--- src/rtl/gerenciador_de_acesso.sv ---
// ---------------------------------------------------------------------------
// gerenciador_de_acesso
// Two-interface access arbiter with a bounded hold time.
//
// An upstream comparator supplies the priority verdict (prio_s) that settles
// simultaneous requests. The holder keeps access until it releases, drops its
// request, or uses up HOLD_MAX consecutive grant cycles. Every grant ends
// with a single COOLDOWN cycle before the next arbitration.
//
// Optional feature: define PREEMPCAO_EN to let the other interface take
// access away from the holder. It preempts when it is requesting and prio_s
// names it strictly (a tie does not count). Without the macro, the holder
// keeps access until it releases or times out.
//
// Parameters:
//   HOLD_MAX        maximum consecutive grant cycles per holder (1..255)
// Ports:
//   clk             single clock, rising edge
//   rst_n           asynchronous active-low reset
//   req0/req1       access requests from interface 0 / 1
//   user0/user1     user code presented by interface 0 / 1
//   prio_s          priority verdict: 10 = if0 wins, 01 = if1 wins, else tie
//   release0/1      holder gives up access
//   grant0/grant1   access granted (one-hot or zero)
//   owner_user      user code latched at grant, 000 when no grant
//   timeout         one-cycle pulse, holder hit HOLD_MAX
//   preempted       one-cycle pulse, holder was preempted
//   preempted_user  code of the last preempted holder
// ---------------------------------------------------------------------------
//  state    | meaning
//  IDLE     | no holder, arbitrate requests each cycle
//  GRANT0   | interface 0 holds access
//  GRANT1   | interface 1 holds access
//  COOLDOWN | one dead cycle after any grant ends
// ---------------------------------------------------------------------------
module gerenciador_de_acesso #(
    parameter int unsigned HOLD_MAX = 15
) (
    input  logic       clk,
    input  logic       rst_n,
    input  logic       req0,
    input  logic       req1,
    input  logic [2:0] user0,
    input  logic [2:0] user1,
    input  logic [1:0] prio_s,
    input  logic       release0,
    input  logic       release1,
    output logic       grant0,
    output logic       grant1,
    output logic [2:0] owner_user,
    output logic       timeout,
    output logic       preempted,
    output logic [2:0] preempted_user
);

`ifdef PREEMPCAO_EN
    localparam bit PREEMPT_ON = 1'b1;
`else
    localparam bit PREEMPT_ON = 1'b0;
`endif

    localparam logic [7:0] HOLD_LIM = HOLD_MAX[7:0];

    typedef enum logic [1:0] {IDLE, GRANT0, GRANT1, COOLDOWN} state_t;

    state_t     state;
    logic [7:0] hold_cnt;

    assign grant0 = (state == GRANT0);
    assign grant1 = (state == GRANT1);

    always_ff @(posedge clk or negedge rst_n) begin
        if (!rst_n) begin
            state          <= IDLE;
            hold_cnt       <= 8'd0;
            owner_user     <= 3'b000;
            timeout        <= 1'b0;
            preempted      <= 1'b0;
            preempted_user <= 3'b000;
        end else begin
            timeout   <= 1'b0;
            preempted <= 1'b0;
            case (state)
                IDLE: begin
                    // Interface 0 wins unless interface 1 is also requesting
                    // and the comparator names it strictly.
                    if (req0 && !(req1 && prio_s == 2'b01)) begin
                        state      <= GRANT0;
                        owner_user <= user0;
                        hold_cnt   <= 8'd1;
                    end else if (req1) begin
                        state      <= GRANT1;
                        owner_user <= user1;
                        hold_cnt   <= 8'd1;
                    end
                end
                GRANT0: begin
                    // Preemption outranks release and timeout of the holder.
                    if (PREEMPT_ON && req1 && prio_s == 2'b01) begin
                        state          <= GRANT1;
                        owner_user     <= user1;
                        hold_cnt       <= 8'd1;
                        preempted      <= 1'b1;
                        preempted_user <= owner_user;
                    end else if (release0 || !req0) begin
                        state      <= COOLDOWN;
                        owner_user <= 3'b000;
                        hold_cnt   <= 8'd0;
                    end else if (hold_cnt == HOLD_LIM) begin
                        state      <= COOLDOWN;
                        owner_user <= 3'b000;
                        hold_cnt   <= 8'd0;
                        timeout    <= 1'b1;
                    end else if (hold_cnt != 8'hFF) begin
                        hold_cnt <= hold_cnt + 8'd1;
                    end
                end
                GRANT1: begin
                    if (PREEMPT_ON && req0 && prio_s == 2'b10) begin
                        state          <= GRANT0;
                        owner_user     <= user0;
                        hold_cnt       <= 8'd1;
                        preempted      <= 1'b1;
                        preempted_user <= owner_user;
                    end else if (release1 || !req1) begin
                        state      <= COOLDOWN;
                        owner_user <= 3'b000;
                        hold_cnt   <= 8'd0;
                    end else if (hold_cnt == HOLD_LIM) begin
                        state      <= COOLDOWN;
                        owner_user <= 3'b000;
                        hold_cnt   <= 8'd0;
                        timeout    <= 1'b1;
                    end else if (hold_cnt != 8'hFF) begin
                        hold_cnt <= hold_cnt + 8'd1;
                    end
                end
                COOLDOWN: begin
                    state <= IDLE;
                end
                default: begin
                    state      <= IDLE;
                    owner_user <= 3'b000;
                    hold_cnt   <= 8'd0;
                end
            endcase
        end
    end

endmodule

--- config.mk ---
export PLATFORM = sky130hd
export DESIGN_NAME = gerenciador_de_acesso
export DESIGN_NICKNAME = d
export VERILOG_FILES = /design/src/rtl/gerenciador_de_acesso.sv
export SDC_FILE = /design/constraint.sdc
export NUM_CORES = 1
export LEC_CHECK = 0
export CAP_MARGIN = 20
export CORE_ASPECT_RATIO = 0.8
export CORE_MARGIN = 8
export CORE_UTILIZATION = 36
export CTS_CLUSTER_SIZE = 30
export DETAILED_ROUTE_END_ITERATION = 8
export RECOVER_POWER = 25
export SKIP_CTS_REPAIR_TIMING = 1
export SLEW_MARGIN = 20
export SYNTH_ARGS = -nofsm -noshare
export SYNTH_HDL_FRONTEND = slang
export SYNTH_SLANG_ARGS = --single-unit
--- constraint.sdc ---
create_clock -name clk -period 2.2 [get_ports clk]
set_clock_uncertainty 0.1 [all_clocks]
set_input_delay 0.44 -clock clk [delete_from_list [all_inputs] [get_ports clk]]
set_output_delay 0.44 -clock clk [all_outputs]
set_load 0.05 [all_outputs]
Fig. 1: run 1, where the registers sit
Other sequential cells in the stronger grey, the rest of the logic in the fainter grey.
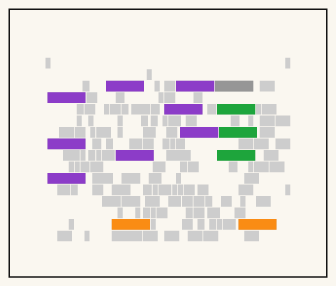
- green: owner_user (sequential cells 3)
- orange: state (sequential cells 2)
- purple: hold_cnt (sequential cells 8)
- not coloured: 1
Flop area: 350 um2
Seq area share: 27.6%
seq pwr: 0.000365 W

Fig. 2: run 1, metal 3
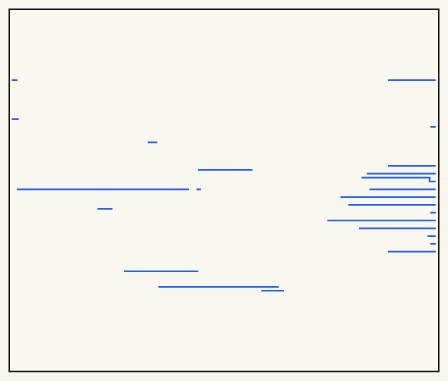
- nets with wire on the layer: 21
- longest straight run: 29.7 um
- share of all routed wire: 8.3%
- wire length on this layer: 208 um
GR Layer Usage met3: 4.65%
total wire length: 2.51 mm
via count: 926

==> reports/qor.txt, run 1 <==
#MultiIn Comb = 82
Comb pwr share = 61.9%
ANT nets after route = 0
final std cells w/o fill = 174
met1 wire length = 1.21 mm
Die W = 74.6 um
CP max stage delay = 0.51 ns
GP Congestion = 0.899
Startpoint Class = register
min Tclk post-route = 1.99 ns
number of clock sinks = 14
final hold violations = 0
port bufs = 19
buffer-and-inverter tally for the worst setup path = 1
Worst-Margin Slew = 0.845 ns
Slew Viols, Final = 0
nonclk inv count = 12
maximum clock rate = 503 MHz
CP startpoint = state[1]
utilization after layout = 47.3%
clock root cell = clkbuf_4
Slew headroom = 43.6%
maximum vdd drop = 0.687 mV
crit path kind = register to register
Switching Fraction = 47.8%
P_comb = 0.000901 W
post-synthesis sequential area ratio = 35.4%
vias in the first global route = 871
required time of the critical path = 2.26 ns
met2 WL post-DR = 1.06 mm
antenna violations before repair = 0
Synth area leader = dfrtp_1
grt peak-use layer = met2
fp util = 36.9%
clk slew on worst S/H paths = 0.09 ns
# Cells Yosys = 111
Largest register FFs = 8
Clock-cell share = 2.86%
row cnt = 17
Hold Path Class = register to register
Min-Delay Endpoint = owner_user[0]
Main synth FF type = dfrtp_1
first-pass GRT wire length = 4.15 mm
Comb/total area = 44.0%
clock share of power = 13.0%
Min-Delay Path Depth = 2
Placed Instance Area = 0.00124 mm2
Biggest consumer = combinational logic
top-count cell post-synth = dfrtp_1
non-clk buf share = 18.2%
chip area in the Yosys report = 988 um2
Tapcells = 38
num sequential = 14
setup slack after layout = 0.213 ns
Initial DRC Count = 54
CTS buffer count = 3
Syn-to-layout area delta = 28.4%
logic area = 558 um2
FFs w/ async S/R, synth = 100%
critical path, cell by cell = inv_1 -> ha_1 -> or3b_2 -> o21ai_2 -> nor3_1 -> a2bb2oi_1
Routed met3 length = 208 um
pwr/cell area = 1150 mW/mm2
Reg-to-Reg Start = state[1]
top cells by count = 14 x dfrtp_1, 12 x inv_1, 12 x nand2_1
DRT Pass-1 Iters = 4
Worst R2R End = hold_cnt[6]
Setup crit end kind = register
status = finished, final reports clean
Top cells by area = dfrtp_1 35%, ha_1 6.3%, inv_1 4.6%
core area = 0.00268 mm2
final worst-path cycle share = 90.3%
top routing layer in use = met4
pre-CTS WS = 0.0522 ns
H-tree Lvls = 1
critical path depth = 6
Worst Reg2Reg Path Length in Cells = 6
hold_ws = 0.442 ns
hold_sp = owner_user[0]
setup TNS = 0 ns
crit path max fanout = 8
die height = 62.9 um
Biggest register = hold_cnt
Synth Cell Area = 988 um2
DP Wirelength = 1.91 mm
Finished Cell Area = 0.00127 mm2
Total Power = 0.00146 W
clock buffers = 4
fin nets = 156
post-synth cell types = 37
RSZ-0062 raised after global routing = false
top flop regs = hold_cnt: 8 flops, owner_user: 3 flops, state: 2 flops
Setup crit end = hold_cnt[6]
Area leader share = 35.4%
Fig. 3: run 1, wiring by layer
Only two layers are drawn.
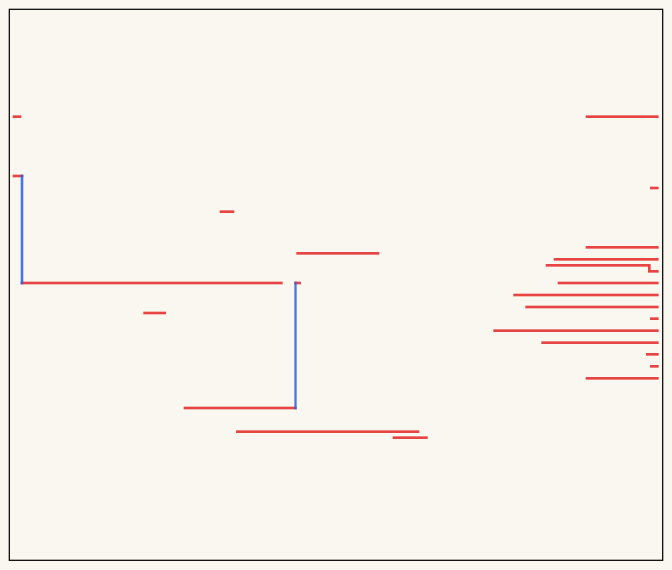
- blue: metal 4 (wire length 26.5 um)
- red: metal 3 (wire length 208 um)
total track usage: 11.4%
wire length per cell: 14.4 um

## run 1: kinds of logic (layout without fill, tap and decap cells)
kind of cell	count (synthesis)	in the layout	share of synthesized area (%)
muxes	3	3	3.04
buffers and inverters	18	40	9.24
other	1	4	0.379
AOI/OAI and AO/OA	29	29	23.3
DFF	14	14	35.4
and+or+nand+nor	41	41	22.3
adders and majority gates	5	5	6.33
## run 1: placed cells by master, fill, tap and decap left out, types with 2 or more instances in the layout
master,instances
o22ai_1,4
a2bb2oi_1,4
ha_1,5
nand4_1,3
a21oi_1,3
nor3_1,5
nand3b_1,2
o211ai_1,6
nand2_1,12
mux2i_1,3
dfrtp_1,14
inv_1,12
or3_1,2
conb_1,4
nand3_1,6
buf_4,5
nand4b_1,2
clkdlybuf4s50_1,16
clkbuf_4,3
nor2_1,4
Fig. 4: run 1, I/O pins on the die edge
Pins as bars across the die edge, other pins in grey.
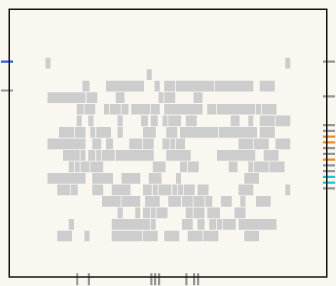

==> inputs of run 2 (changes only) <==
CORE_MARGIN = 3   (was 8)
clock period = 1.7 ns   (was 2.2 ns; I/O delays follow)
Fig. 5: run 2, I/O pins on the die edge
Pins as bars across the die edge, other pins in grey.
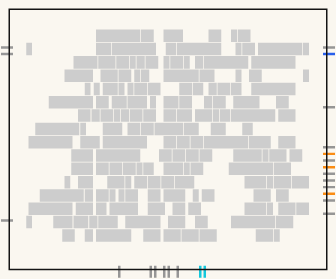
- cyan: prio_s (pins 2; direction input; edge bottom)
- blue: preempted (pins 1; direction output; edge right)
- orange: user0 (pins 3; direction input; edge right)
- all pins by edge: 13 right, 8 bottom, 3 left
port bufs: 19
Die W: 64.6 um
die height: 52.9 um

Fig. 6: run 2, routing congestion map
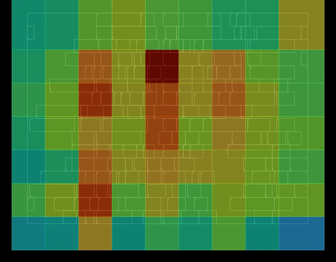
grt peak-use layer: met2
met1 Track Usage GR: 24.9%

Fig. 7: run 2, where the registers sit
Other sequential cells in the stronger grey, the rest of the logic in the fainter grey.
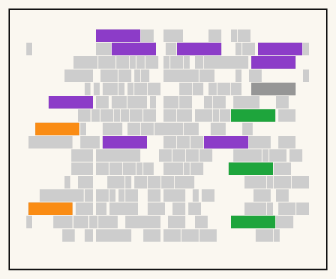
- purple: hold_cnt (sequential cells 8)
- orange: state (sequential cells 2)
- green: owner_user (sequential cells 3)
Seq area share: 20.8%
utilization after layout: 66.9%

==> run 2 against run 1 <==
The run now ends with negative setup slack left. Clock power is 28% higher. Combinational power rose by 100%. Global-route usage is 7.1 points higher. Sequential share of layout area is 6.8 points lower. Worst setup slack worse by 0.24 ns. Critical path type unchanged.
==> reports/qor.txt, run 2 <==
antenna violations before repair = 0
CP startpoint = hold_cnt[5]
CTS buffer count = 3
Startpoint Class = register
row cnt = 16
setup TNS = -0.0631 ns
total wire length = 2.83 mm
Area leader share = 35.4%
Main synth FF type = dfrtp_1
Comb pwr share = 72.1%
FFs w/ async S/R, synth = 100%
Synth area leader = dfrtp_1
met1 wire length = 1.29 mm
buffer-and-inverter tally for the worst setup path = 1
CP max stage delay = 0.40 ns
Worst-Margin Slew = 0.801 ns
most used logic cell in the final layout = buf_4
DRT Pass-1 Iters = 4
RSZ-0062 raised after global routing = true
status = finished, violations left
fp util = 39.2%
Setup crit end kind = register
setup slack after layout = -0.0256 ns
Total Power = 0.00254 W
final std cells w/o fill = 204
P_comb = 0.00183 W
Slew Viols, Final = 0
via count = 1079
maximum clock rate = 580 MHz
maximum vdd drop = 1.01 mV
Switching Fraction = 44.2%
most frequent cells in the layout = 35 x buf_4, 14 x dfrtp_1, 12 x clkdlybuf4s50_1
Routed met3 length = 176 um
Worst R2R End = owner_user[1]
first-pass GRT wire length = 4.79 mm
hold_sp = owner_user[0]
Biggest register = hold_cnt
DP Wirelength = 2.12 mm
# Cells Yosys = 111
hold_ws = 0.460 ns
ANT nets after route = 0
Placed Instance Area = 0.00147 mm2
top-count cell post-synth = dfrtp_1
min Tclk post-route = 1.73 ns
Biggest consumer = combinational logic
Final setup viols = 3
GP Congestion = 0.852
number of clock sinks = 14
Finished Cell Area = 0.00169 mm2
crit path kind = register to register
clk slew on worst S/H paths = 0.09 ns
Min-Delay Endpoint = owner_user[0]
Worst Reg2Reg Path Length in Cells = 5
chip area in the Yosys report = 988 um2
failing checks = negative setup slack
Top cells by area = dfrtp_1 35%, ha_1 6.3%, inv_1 4.6%
H-tree Lvls = 1
Synth Cell Area = 988 um2
top routing layer in use = met4
top flop regs = hold_cnt: 8 flops, owner_user: 3 flops, state: 2 flops
Min-Delay Path Depth = 2
critical path, cell by cell = or3_4 -> or2_4 -> buf_12 -> a21oi_4 -> o22ai_2
final worst-path cycle share = 102%
-- run 2: cell count changes in the layout (fill, tap and decap cells not counted), sizes merged --
| cell | delta |
|---|---|
| clkdlybuf4s50 | -4 |
| buf | +36 |
-- run 2: kinds of logic (layout without fill, tap and decap cells) --
| logic type | Yosys count | in the layout | share of synthesized area, % |
|---|---|---|---|
| fa+ha+maj | 5 | 5 | 6.33 |
| mux | 3 | 3 | 3.04 |
| other cells | 1 | 4 | 0.379 |
| flops | 14 | 14 | 35.4 |
| compound gates | 29 | 29 | 23.3 |
| buf+inv | 18 | 72 | 9.24 |
| simple gates | 41 | 41 | 22.3 |
-- run 2: cell type report --
class                   count  area [um2]
fillers                   206         836
multi-input cells          82         708
well taps                  36        45.0
clock buffers               4        36.3
flip-flops and latches     14         350
repair buffers             56         502
inverters                  12        45.0
Fig. 8: run 2, metal 3
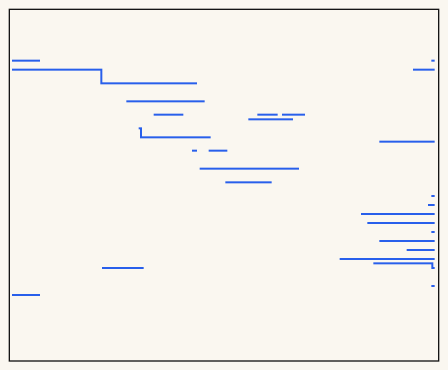

==> inputs of run 3 (changes only) <==
ABC_AREA = 1   (was unset)
Fig. 9: run 3, metal 3
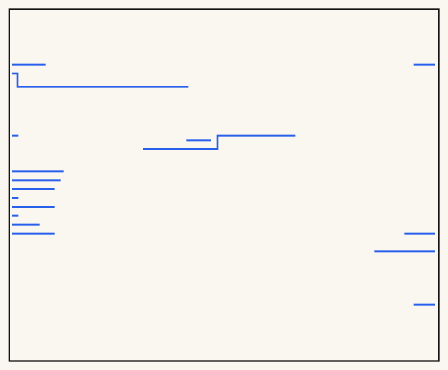
GR Layer Usage met3: 5.43%
total wire length: 2.33 mm
via count: 933

Fig. 10: run 3, routing congestion map
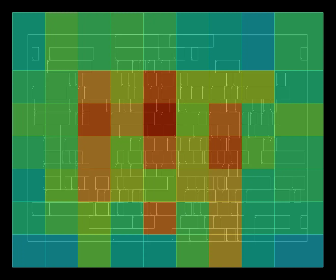
total track usage: 15.4%
wire length per cell: 11.4 um
utilization after layout: 56.3%
met2 Use GR: 25.7%
met1 Track Usage GR: 19.4%

==> run 3 against run 2 <==
The run now ends clean. Fmax is 5.4% higher. Design area is 15% lower. Total power is 3.1% lower. Critical path type is now register to output pin. Critical endpoint is now grant1. Largest power group unchanged.
==> reports/qor.txt, run 3 <==
antenna violations before repair = 0
RSZ-0062 raised after global routing = true
Area leader share = 34.4%
Worst Reg2Reg Path Length in Cells = 8
chip area in the Yosys report = 0.00102 mm2
XOR/XNOR Area Share = 0.860%
Setup crit end kind = output pin
Top Ports = 24
clk slew on worst S/H paths = 0.08 ns
Biggest register = hold_cnt
CP max stage delay = 0.41 ns
pre-CTS WS = -0.0788 ns
pwr/cell area = 1710 mW/mm2
P_comb = 0.00172 W
Total Power = 0.00246 W
Synth mux share = 0%
Die W = 65.5 um
Post-Synth AOI/OAI Area = 13.3%
post-synth cell types = 26
port bufs = 19
hold_ws = 0.438 ns
final worst-path cycle share = 96.3%
buffer-and-inverter tally for the worst setup path = 3
critical path depth = 4
Finished Cell Area = 0.00144 mm2
Initial DRC Count = 37
first-pass GRT wire length = 4.06 mm
DRT Pass-1 Iters = 4
FILL cells = 260
setup TNS = 0 ns
Min-Delay Endpoint = state[0]
status = finished, final reports clean
Setup crit end = grant1
post-synthesis sequential area ratio = 34.4%
fp util = 39.7%
clock network power = 0.000241 W
Worst-Margin Slew = 0.814 ns
maximum clock rate = 611 MHz
critical path, cell by cell = inv_2 -> buf_6 -> ha_4 -> buf_12
required time of the critical path = 1.26 ns
clock share of power = 9.8%
GP Congestion = 0.869
top cells by count = 37 x nand2_1, 18 x inv_1, 14 x dfrtp_1
Switching Fraction = 46.4%
Worst R2R End = hold_cnt[1]
Synth Cell Area = 0.00102 mm2
Biggest consumer = combinational logic
most used logic cell in the final layout = nand2_1
Top cells by area = dfrtp_1 34%, nand2_1 14%, inv_1 6.6%
Comb pwr share = 69.8%
top flop regs = hold_cnt: 8 flops, owner_user: 3 flops, state: 2 flops
CP startpoint = state[0]
Adder Share, Synth = 6.14%
yosys simple share = 33.8%
Synth area leader = dfrtp_1
Reg-to-Reg Start = state[1]
min Tclk post-route = 1.64 ns
final hold violations = 0
core area = 0.00256 mm2
Min-Delay Path Depth = 2
crit path max fanout = 4
FFs w/ async S/R, synth = 100%
DP Wirelength = 1.93 mm
Main synth FF type = dfrtp_1
most frequent cells in the layout = 36 x nand2_1, 17 x inv_1, 14 x dfrtp_1
Slew Viols, Final = 0
crit path kind = register to output pin
Startpoint Class = register
Final setup viols = 0
die height = 53.6 um
Slew headroom = 45.7%
Top logic family = simple AND/OR/NAND/NOR gates
row cnt = 16
number of clock sinks = 14
clock root cell = clkbuf_4
hold_sp = state[0]
Largest register FFs = 8
H-tree Lvls = 1
ANT nets after route = 0
fin nets = 188
setup slack after layout = 0.0632 ns
maximum vdd drop = 1.14 mV
# Cells Yosys = 136
Hold Path Class = register to register
top-count cell post-synth = nand2_1
CTS buffer count = 3
final std cells w/o fill = 204
vias in the first global route = 906
Fig. 11: run 3, where the registers sit
Other sequential cells in the stronger grey, the rest of the logic in the fainter grey.
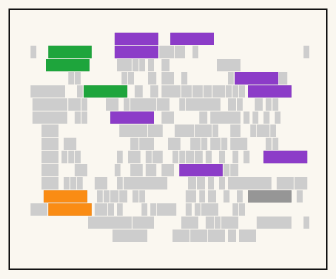
- orange: state (sequential cells 2)
- purple: hold_cnt (sequential cells 8)
- green: owner_user (sequential cells 3)
- not coloured: 1
seq pwr: 0.000503 W
Seq area share: 24.3%

## run 3: cell count changes after synthesis, sizes merged, moves of 3 or more
cell / delta
nand2: +30
nor2: +11
o21ai: +10
inv: +8
nor3: -5
a2bb2oi: -4
nand3: +4
o22ai: -4
mux2i: -3
nand4: -3
## run 3: routing by layer
layer  vias to the layer above  GRT usage, %  part of all wire, %
met3                         2          5.43                  5.2
met5                         -             0                    0
met2                        18          25.7                   46
met4                         0          3.10                 0.34
met1                       427          19.4                   49
li1                        486             -                    -
## run 3: final cells by class
type                       count  area (um2)  share of cell area (%)
timing repair buffer          29         313                    21.7
clock buffer                   4        36.3                    2.52
inverter                      21        83.8                    5.82
tap                           36        45.0                    3.13
multi-input combinational    100         613                    42.5
sequential                    14         350                    24.3
Power and IR drop assume default switching activity.
